==> config.mk <==
export PLATFORM = sky130hd
export DESIGN_NAME = mux_arbiter8
export DESIGN_NICKNAME = d
export VERILOG_FILES = /design/src/rtl/mux_arbiter8.sv
export SDC_FILE = /design/constraint.sdc
export NUM_CORES = 1
export LEC_CHECK = 0
export ABC_AREA = 1
export CORE_MARGIN = 2
export CORE_UTILIZATION = 25
export DETAILED_ROUTE_END_ITERATION = 10
export PLACE_DENSITY = 0.52
export SLEW_MARGIN = 30
export SYNTH_ARGS = -nofsm -noshare
export SYNTH_HDL_FRONTEND = slang
export SYNTH_SLANG_ARGS = --single-unit
==> constraint.sdc <==
create_clock -name clk -period 4.7 [get_ports clk]
set_clock_uncertainty 0.1 [all_clocks]
set_input_delay 1.175 -clock clk [delete_from_list [all_inputs] [get_ports clk]]
set_output_delay 1.175 -clock clk [all_outputs]
set_load 0.02 [all_outputs]
==> src/rtl/mux_arbiter8.sv <==
// mux_arbiter8: round-robin 8:1 mux path arbiter with forced release after MAX_HOLD cycles
module mux_arbiter8 #(
  parameter int MAX_HOLD = 16
) (
  input  logic       clk,
  input  logic       reset,
  input  logic [7:0] req,
  input  logic       done,
  output logic [7:0] grant,
  output logic [2:0] sel,
  output logic       valid,
  output logic       timeout
);
  typedef enum logic {IDLE, OWN} state_t;
  state_t state;
  logic [2:0] ptr, pick;
  logic [7:0] hold_cnt;
  logic hold_max, rel;
  always_comb begin
    pick = ptr;
    for (int i = 7; i >= 0; i--) pick = req[ptr + 3'(i)] ? ptr + 3'(i) : pick;
  end
  assign hold_max = hold_cnt == 8'(MAX_HOLD);
  assign rel = done | ~req[sel] | hold_max;
  always_ff @(posedge clk) begin
    if (reset) begin
      state    <= IDLE;
      grant    <= 8'h00;
      sel      <= 3'd0;
      valid    <= 1'b0;
      timeout  <= 1'b0;
      ptr      <= 3'd0;
      hold_cnt <= 8'd0;
    end else if (state == IDLE) begin
      timeout <= 1'b0;
      if (|req) begin
        state    <= OWN;
        grant    <= 8'd1 << pick;
        sel      <= pick;
        valid    <= 1'b1;
        hold_cnt <= 8'd1;
      end
    end else if (rel) begin
      state    <= IDLE;
      grant    <= 8'h00;
      valid    <= 1'b0;
      ptr      <= sel + 3'd1;
      hold_cnt <= 8'd0;
      timeout  <= hold_max & ~done & req[sel];
    end else begin
      hold_cnt <= hold_cnt + 8'd1;
    end
  end
endmodule

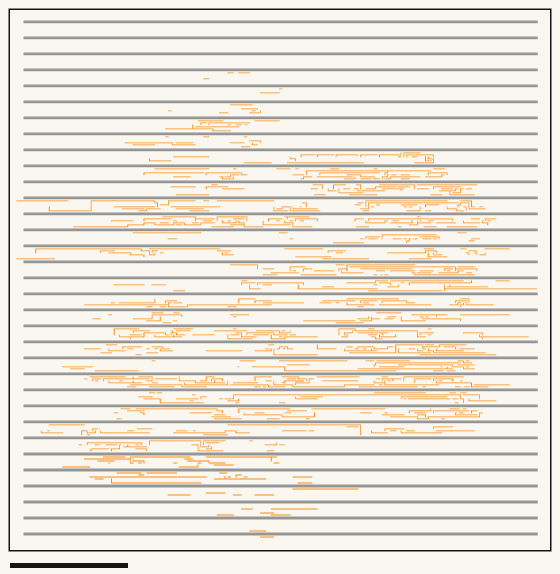
Fig. 1. Met1 routing.
The bar under the picture is 20 um long. Supply wires on this layer in grey.
longest straight run: 38.6 um
main direction: horizontal
nets with wire on the layer: 311
share of all routed wire: 49%
wire length on this layer: 2400 um
met1 GRT Util: 16.3%
Routed WL: 4850 um

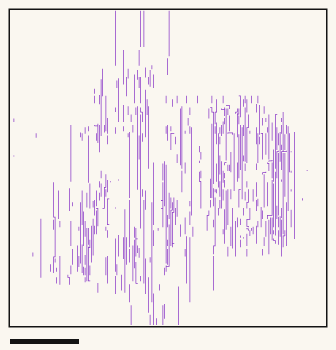
Fig. 2. Metal 2.
The bar under the picture is 20 um long.
share of all routed wire: 45%
wire length on this layer: 2200 um
longest straight run: 33.0 um
M2 GR Usage: 20.5%
via count: 1867

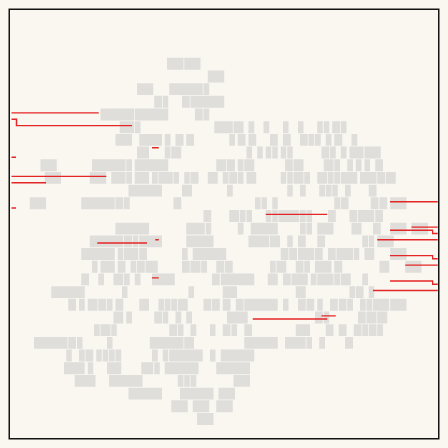
Fig. 3. Met3 routing.
Cells faint in the background.
share of all routed wire: 4.1%
wire length on this layer: 198 um
main direction: horizontal
Global Route met3 Usage: 2.05%

==> flow_summary.ini <==
; synthesis and place-and-route metrics
[layout]
flop-count = 25
clkCellAreaFrac_pct = 2.14
layout.nonclk_buf_share_pct = 10.1
largest_class = logic gates
n_clock_buffer = 3
fin_nets = 333
fin_area_um2 = 2280
layout.cells.non_filler = 418
n_all_buffers = 23
seq_share_pct = 22.0
fin_util_pct = 30.0
area_growth_pct = 18.4
nNonClkInverters = 43

[power_and_ir_drop]
seq_power_share_pct = 26.8
swShare_pct = 49.7
seq-power_mw = 0.292
clkPwrFrac_pct = 12.1
clock_power_mw = 0.131

[clock_network]
clock_latency_ps = 280
cts_setup_buffers = 0
cts_tree = done
h-tree-depth = 1
cts_buffers = 3
cts_buffer_depth = 2
cts-root-buf = clkbuf_8
clkTransAtPathRegs_ps = 80

[grt]
grt_max_degree = 20
overflow = 0
gr-max-usage-layer = met2
grt_use_total_pct = 12.3

[placement]
hpwl_um = 3810
portBuffers = 23
postPlaceCellArea_um2 = 2230
dp_slack_ps = 1340
place_congestion = 0.802

[hold_path]
hold_path_class = flop to flop
holdPathStages = 2

[synth]
synthCells = 295
ys_cells = 295
netlist_area_um2 = 1930
syn_nets = 311
ys_seq_share_pct = 26.0
synth_top_cell_by_count = nand2_1
synth.area.top_cells = dfxtp_1 (26%), nand2_1 (14%), nand3_1 (8.6%)
top_cells_by_count = nand2_1 (74), inv_1 (37), nand3_1 (33), a21oi_1 (27), dfxtp_1 (25)
logic_family = simple AND/OR/NAND/NOR gates
ys_sh_adder_pct = 3.25
syn_avg_cell_area_um2 = 6.53

[setup_path]
r2r-end = sel[0]$_SDFFE_PP0P_
timing.rr.start = ptr[0]$_SDFFE_PP0P_
startpoint_type = primary input
cp_max_fo = 8
slowest_delay_ps = 530
worstPathRequired_ps = 4790
cp_cell_sequence = clkdlybuf4s50_1, inv_1, a21oi_1, o21ai_0, nand3_1, nor3b_2, nand2_1, inv_1, nor2_2, nor2_2, nand2_1, a21oi_2
path_buffers = 3

[final_timing]
max_slew_margin_pct = 47.1
setup_slack_ps = 1610
rsz0062_at_grt = no
hold_slack_ps = 372
maxSlewViolCount = 0

[floorplanning]
dieArea_um2 = 8420
core_area_um2 = 7610
rows = 32
ios = 24

[flow_run]
maxCapViolCount = 0

[routing]
drt_iter0_markers = 66
wl_met3_um = 197
first_pass_iters = 4

[run_status]
outcome = finished clean
